[src/rtl/hub75_bcm_driver.sv]
// HUB75 LED-matrix scan driver with binary-code-modulated colour depth.
// Each row is shifted once per bit plane; plane p is lit for BASE_DISPLAY<<p cycles.
module hub75_bcm_driver #(
   parameter int COLS         = 32,
   parameter int ROW_BITS     = 4,
   parameter int DEPTH        = 4,
   parameter int BASE_DISPLAY = 32
) (
   input  logic                              clk,
   input  logic                              reset,
   input  logic                              enable,
   output logic [ROW_BITS+$clog2(COLS)-1:0]  fb_addr,
   input  logic [3*DEPTH-1:0]                fb_rgb0,
   input  logic [3*DEPTH-1:0]                fb_rgb1,
   output logic                              R0,
   output logic                              G0,
   output logic                              B0,
   output logic                              R1,
   output logic                              G1,
   output logic                              B1,
   output logic [ROW_BITS-1:0]               row_address,
   output logic                              outclk,
   output logic                              latch,
   output logic                              eo,
   output logic                              frame_done
);
   localparam int COL_BITS = $clog2(COLS);
   localparam int PL_BITS  = (DEPTH > 1) ? $clog2(DEPTH) : 1;
   localparam int MAX_DISP = BASE_DISPLAY << (DEPTH - 1);
   localparam int CNT_W    = $clog2(MAX_DISP + 1);

   localparam logic [COL_BITS-1:0] LAST_COL = COL_BITS'(COLS - 1);
   localparam logic [PL_BITS-1:0]  LAST_PL  = PL_BITS'(DEPTH - 1);
   localparam logic [ROW_BITS-1:0] LAST_ROW = '1;

   typedef enum logic [2:0] {IDLE, SETUP, LOAD, CLK_HI, BLANK, LATCH, DISPLAY} state_t;

   state_t              state, state_nx;
   logic [ROW_BITS-1:0] cur_row;
   logic [COL_BITS-1:0] col;
   logic [PL_BITS-1:0]  plane;
   logic [CNT_W-1:0]    disp_cnt;
   logic [DEPTH-1:0]    pl_mask;
   logic                disp_end;

   // One-hot plane mask keeps the bit select free of index-width concerns.
   assign pl_mask  = DEPTH'(1) << plane;
   assign disp_end = (state == DISPLAY) && (disp_cnt == CNT_W'(1));
   assign fb_addr  = {cur_row, col};

   always_ff @(posedge clk) begin
      if (reset) state <= IDLE;
      else       state <= state_nx;
   end

   always_comb begin
      state_nx = state;
      case (state)
         IDLE:    if (enable) state_nx = SETUP;
         SETUP:   state_nx = LOAD;
         LOAD:    state_nx = CLK_HI;
         CLK_HI:  state_nx = (col == LAST_COL) ? BLANK : SETUP;
         BLANK:   state_nx = LATCH;
         LATCH:   state_nx = DISPLAY;
         DISPLAY: if (disp_end) state_nx = enable ? SETUP : IDLE;
         default: state_nx = IDLE;
      endcase
   end

   always_comb begin
      outclk = 1'b0;
      latch  = 1'b0;
      eo     = 1'b1;
      case (state)
         CLK_HI:  outclk = 1'b1;
         LATCH:   latch  = 1'b1;
         DISPLAY: eo     = 1'b0;
         default: ;
      endcase
   end

   always_ff @(posedge clk) begin
      if (reset) begin
         cur_row     <= '0;
         col         <= '0;
         plane       <= '0;
         disp_cnt    <= '0;
         row_address <= '0;
         frame_done  <= 1'b0;
         {R0, G0, B0, R1, G1, B1} <= '0;
      end else begin
         frame_done <= 1'b0;
         case (state)
            IDLE: if (enable) col <= '0;
            LOAD: begin
               R0 <= |(fb_rgb0[2*DEPTH +: DEPTH] & pl_mask);
               G0 <= |(fb_rgb0[DEPTH   +: DEPTH] & pl_mask);
               B0 <= |(fb_rgb0[0       +: DEPTH] & pl_mask);
               R1 <= |(fb_rgb1[2*DEPTH +: DEPTH] & pl_mask);
               G1 <= |(fb_rgb1[DEPTH   +: DEPTH] & pl_mask);
               B1 <= |(fb_rgb1[0       +: DEPTH] & pl_mask);
            end
            CLK_HI: if (col != LAST_COL) col <= col + 1'b1;
            BLANK:  row_address <= cur_row;
            LATCH:  disp_cnt <= CNT_W'(BASE_DISPLAY) << plane;
            DISPLAY: begin
               disp_cnt <= disp_cnt - 1'b1;
               if (disp_end) begin
                  col <= '0;
                  if (plane != LAST_PL) begin
                     plane <= plane + 1'b1;
                  end else begin
                     plane   <= '0;
                     cur_row <= cur_row + 1'b1;
                     if (cur_row == LAST_ROW) frame_done <= 1'b1;
                  end
               end
            end
            default: ;
         endcase
      end
   end
endmodule

[config.mk]
export PLATFORM = sky130hd
export DESIGN_NAME = hub75_bcm_driver
export DESIGN_NICKNAME = d
export VERILOG_FILES = /design/src/rtl/hub75_bcm_driver.sv
export SDC_FILE = /design/constraint.sdc
export NUM_CORES = 1
export LEC_CHECK = 0
export CAP_MARGIN = 20
export CORE_ASPECT_RATIO = 0.8
export CORE_UTILIZATION = 40
export CTS_CLUSTER_DIAMETER = 200
export DETAILED_ROUTE_END_ITERATION = 7
export HOLD_SLACK_MARGIN = 0.03
export PLACE_DENSITY = 0.77
export SLEW_MARGIN = 15
export SYNTH_ARGS = -nofsm -noshare
export SYNTH_HDL_FRONTEND = slang
export SYNTH_SLANG_ARGS = --single-unit
export TNS_END_PERCENT = 20
[constraint.sdc]
create_clock -name clk -period 2.8 [get_ports clk]
set_input_delay 0.28 -clock clk [delete_from_list [all_inputs] [get_ports clk]]
set_output_delay 0.28 -clock clk [all_outputs]
set_load 0.1 [all_outputs]
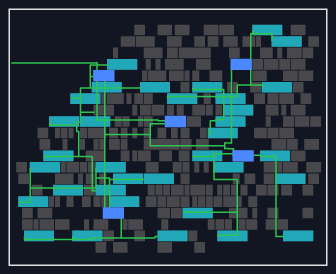
Run 1: clock distribution
Key: blue = cells driving clock nets [count 5]; green = clock wires [length 479 um]; cyan = flip-flops [count 34]
There are 6 routed clock nets.
Clk pwr share: 0.361
skew final: 0.00385 ns
Insertion Delay late pin: 0.29 ns
Clk. pwr: 0.000376 W

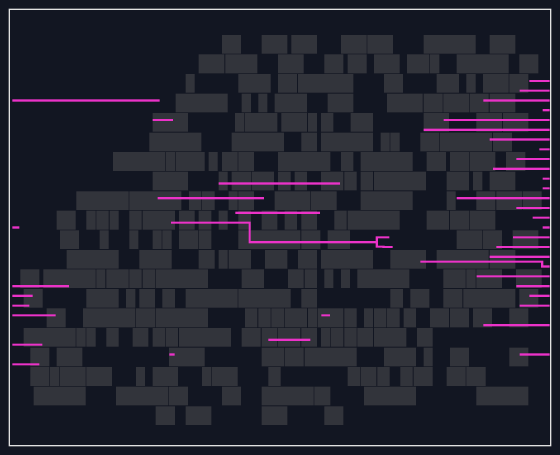
Run 1: M3 wires
Cells faint in the background.
The longest straight run is 20.2 um. The layer carries 296 um of wire. The wires run mostly horizontal.
DR vias: 1606
final WL: 4080 um
GR Util met3: 0.0565

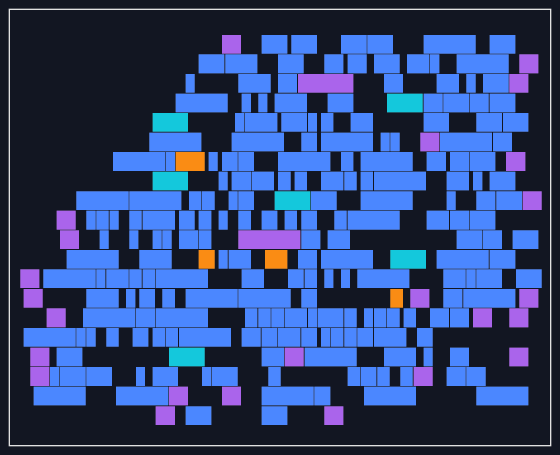
Run 1: cell sizes after repair
Key: orange = drive 2 [cells 4, share 1.7%]; cyan = drive 6 and up [cells 6, share 2.5%]; purple = drive 3 to 4 [cells 26, share 11%]; blue = drive 1 or less [cells 205, share 85%]
area grow syn2layout: 32.7%
Setup WS post-layout: 0.517 ns
Final Instance Area: 0.00227 mm^2
Non-CTS buffers: 50

==> notes.md, run 1 <==
run results: worst hold path type register to register, total CTS buffers 5, Final setup viols 0, pin count of the biggest net entering global routing 22, switching power 0.000286 W, top post-synthesis cells by count dfxtp_1 (34), nor2_1 (21), a21oi_1 (15), a22oi_1 (13), Top cell excl fill/tap dfxtp_1, largest register by flop count disp_cnt, CTS tree yes, Clock Tree Root clkbuf_8, met2 Resource Use GR 0.259, FP Rows 20, dominant kind of cell multi-input combinational cells, number of cells in Yosys stat 192, Seq/total area 0.299, global-route wire length before repair 6010 um, NonClk Buf Share 0.194, iteration count of the initial detailed-routing pass 4, Die Y 60.5 um, Req. time, crit path 3.02 ns, ys async rst share 0, Top Layout Cells dfxtp_1 (34), clkdlybuf4s50_1 (26), buf_4 (24), Max IR drop VDD 183 uV, Peak Freq 0.438 GHz, # fillers 379, Routed met1 length 2040 um, Power Density 458 mW/mm^2, YS chip area 0.00171 mm^2, Post-synth EDFFs 0, clk buf depth 2, Multi-In Gates 140, Critical Setup Path Class register to register, met2 wire len 1690 um, wire length on met3 296 um, Finished Layout Cells 296, met1 Usage GRT 0.245, Critical-path top delay cell or4_1, share of power burned in registers 0.485, Final Max Tran Viols 0, Unique cell types 44, R2R setup slack 0.52 ns, WP data arrival 2.50 ns, max reg flops 9, Hold Crit Start col[3], flop count 34, switch share 0.275, Final min period 2.28 ns, Post-CTS Resized 0, seq pwr 0.000505 W, WL/cell 13.8 um, final worst-path cycle share 0.815, core area 0.00395 mm^2, CTS sink cnt 34, internal cell power 0.000754 W, count of state elements after synthesis 34, power in combinational cells 0.000160 W, Worst Reg-to-Reg Cells 7, vias in the first global route 1303, DR top layer met4, global route hottest layer met2, hold depth 2, DP Area 0.00218 mm^2, Comb/total area 0.422, Setup TNS 0 ns, R2R Path End col[3], run status complete, no violations, startpoint types register, worst hold margin 0.493 ns, n_taps 55, crit path to col[3], critical path cell sequence ha_1 -> and3_1 -> ha_1 -> nor4bb_1 -> nor3_1 -> or4_1 -> a21boi_1, Seq/Total Area, Yosys 0.397, simple share 0.238, CTS H-tree lvls 2, Inverters 9, Avg Vias per Cell 5.43, RSZ-0062 raised after global routing no, Slew HR 0.493, Ports 50, multi-input combinational cell area 958 um^2, routability cong. 0.783, ANT cells 0, Critical Path Sink Type register, syn avg cell area 8.92 um^2, WP depth 7, Worst R2R Start col[0], number of port buffers 49, post-route ant nets 0, placed cell count 288, tool warnings 30, Max-Cap Viols 0, DRC viols 0, floorplan-stage core utilization 0.433, CP delay by family, top simple AND/OR/NAND/NOR gates, leakage power 0.849 nW, Top FF cell, synth dfxtp_1, fin util 0.575, top power group sequential cells, XOR/XNOR Area Share 0.00511, synthesized area 0.00171 mm^2, GR Util All Layers 0.180, clock network share of area 0.0402, hold endpoint col[3], Design Power 0.00104 W, Ys Warns 0, clk slew on worst S/H paths 0.07 ns, Synth top cell by count dfxtp_1, initial drt markers 95, crit path launch col[0], clkbuf count 7, Crit path top cell by count ha_1, crit-path max FO 8, Synth area leaders dfxtp_1 (40%), ha_1 (6.6%), a22oi_1 (5.7%), Post-DP HPWL 2900 um, Worst-Margin Slew 0.757 ns, biggest regs disp_cnt x9, col x5, Combinational Power Share 0.154, final net count 276, worst path bufs/invs 0, CP peak stage delay 0.50 ns, Die W 75.2 um, pre-CTS setup slack 0.542 ns, main logic family after synthesis simple AND/OR/NAND/NOR gates, layout cells sized above 1 0.149, Synth Area in Adders 0.0657, Synth Instances 192, grt ovf 0, post-synth top area share 0.397, full die area 0.00455 mm^2, Flop area 681 um^2
--- run 2 (diff from run 1) ---
==> constraint.sdc (replaced) <==
create_clock -name clk -period 2.2 [get_ports clk]
set_input_delay 0.22 -clock clk [delete_from_list [all_inputs] [get_ports clk]]
set_output_delay 0.22 -clock clk [all_outputs]
set_load 0.1 [all_outputs]
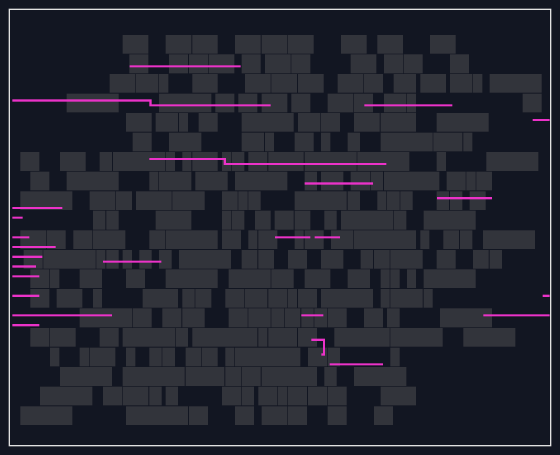
Run 2: M3 wires
Cells faint in the background.
The longest straight run is 22.3 um. The wires run mostly horizontal. The layer holds 4.5% of the routed length.
GR Util met3: 0.0548
DR vias: 1656
final WL: 4450 um

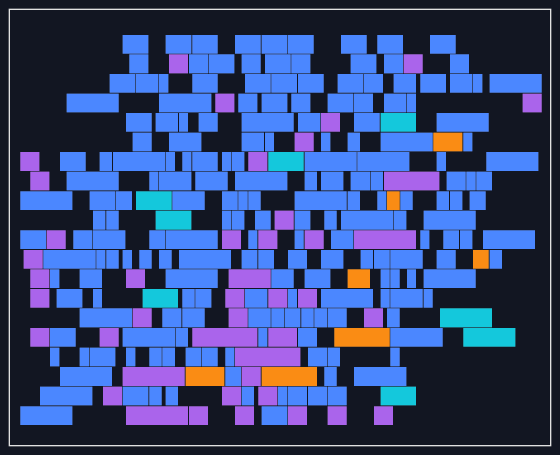
Run 2: cell sizes after repair
Key: cyan = drive 6 and up [cells 8, share 3.2%]; orange = drive 2 [cells 7, share 2.8%]; blue = drive 1 or less [cells 195, share 77%]; purple = drive 3 to 4 [cells 43, share 17%]
Setup WS post-layout: 0.107 ns
Final Instance Area: 0.00245 mm^2

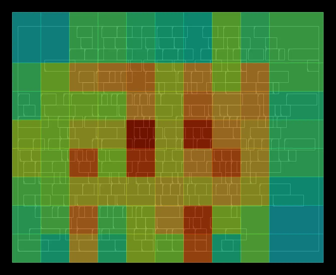
Run 2: congestion heat map
met1 Usage GRT: 0.296
met2 Resource Use GR: 0.331

==> run 2 against run 1 <==
Via count grew 3.1%. Cell area grew 7.7%. Sequential share of layout area shrank 1.7 points. Routed wire length grew 9.2%. Final cell count grew 4.1%. Count of clock-buffer cells in the layout is the same.
==> notes.md, run 2 <==
run results: Die Y 60.5 um, Ports 50, critical path cell sequence ha_2 -> and3_4 -> ha_4 -> nor4bb_4 -> nor3_4 -> or4_1 -> a21boi_1, Synth area leaders dfxtp_1 (40%), ha_1 (6.6%), a22oi_1 (5.7%), Clk pwr share 0.359, Routed met1 length 2160 um, Final min period 2.09 ns, simple share 0.238, Max IR drop VDD 409 uV, CP delay by family, top simple AND/OR/NAND/NOR gates, global route hottest layer met2, DR top layer met4, biggest regs disp_cnt x9, col x5, run status complete, no violations, final net count 288, Seq/total area 0.282, layout cells sized above 1 0.229, Clk. pwr 0.000484 W, Critical Setup Path Class register to register, wire length on met3 200 um, # fillers 358, Top cell excl fill/tap buf_4, pre-CTS setup slack 0.0645 ns, top power group sequential cells, met2 wire len 2060 um, final worst-path cycle share 0.951, Slew HR 0.565, syn avg cell area 8.92 um^2, crit path to col[3], XOR/XNOR Area Share 0.00511, core area 0.00395 mm^2, NonClk Buf Share 0.227, number of cells in Yosys stat 192, Non-CTS buffers 62, Top Layout Cells buf_4 (34), dfxtp_1 (30), clkdlybuf4s50_1 (26), routability cong. 0.777, WP data arrival 2.31 ns, global-route wire length before repair 7330 um, hold endpoint G1, switching power 0.000376 W, Worst R2R Start col[0], Critical Path Sink Type register, Worst-Margin Slew 0.643 ns, fin util 0.619, internal cell power 0.000974 W, clock network share of area 0.0373, Setup TNS 0 ns, Insertion Delay late pin 0.29 ns, Unique cell types 44, WP depth 7, post-synth top area share 0.397, Ys Warns 0, Max-Cap Viols 0, main logic family after synthesis simple AND/OR/NAND/NOR gates, FP Rows 20, Comb/total area 0.410, Post-DP HPWL 3260 um, Hold Crit Start G1, CTS H-tree lvls 2, share of power burned in registers 0.472, Top FF cell, synth dfxtp_1, clk slew on worst S/H paths 0.07 ns, initial antenna violation count 0, area grow syn2layout 43.0%, Combinational Power Share 0.169, Worst Reg-to-Reg Cells 7, count of state elements after synthesis 34, ANT cells 0, Design Power 0.00135 W, Post-CTS Resized 0, DP Area 0.00229 mm^2, Power Density 551 mW/mm^2, max reg flops 9, vias in the first global route 1562, initial drt markers 69, Peak Freq 0.478 GHz, post-route ant nets 0, Synth Area in Adders 0.0657, Critical-path top delay cell or4_1, crit-path max FO 6, Synth Instances 192, Final setup viols 0, floorplan-stage core utilization 0.433, Post-synth EDFFs 0, placed cell count 297, Inverters 9, largest register by flop count disp_cnt, pin count of the biggest net entering global routing 19, R2R setup slack 0.11 ns, WL/cell 14.5 um, top post-synthesis cells by count dfxtp_1 (34), nor2_1 (21), a21oi_1 (15), a22oi_1 (13), CTS sink cnt 34, power in combinational cells 0.000229 W, GR Util All Layers 0.213, Avg Vias per Cell 5.38, worst hold path type register to register, crit path launch col[0], clk buf depth 2, worst hold margin 0.500 ns, Synth top cell by count dfxtp_1, clkbuf count 7, flop count 34, Finished Layout Cells 308, full die area 0.00455 mm^2, leakage power 0.918 nW, CTS tree yes, Clock Tree Root clkbuf_8, Req. time, crit path 2.41 ns
Power and IR drop assume default switching activity.
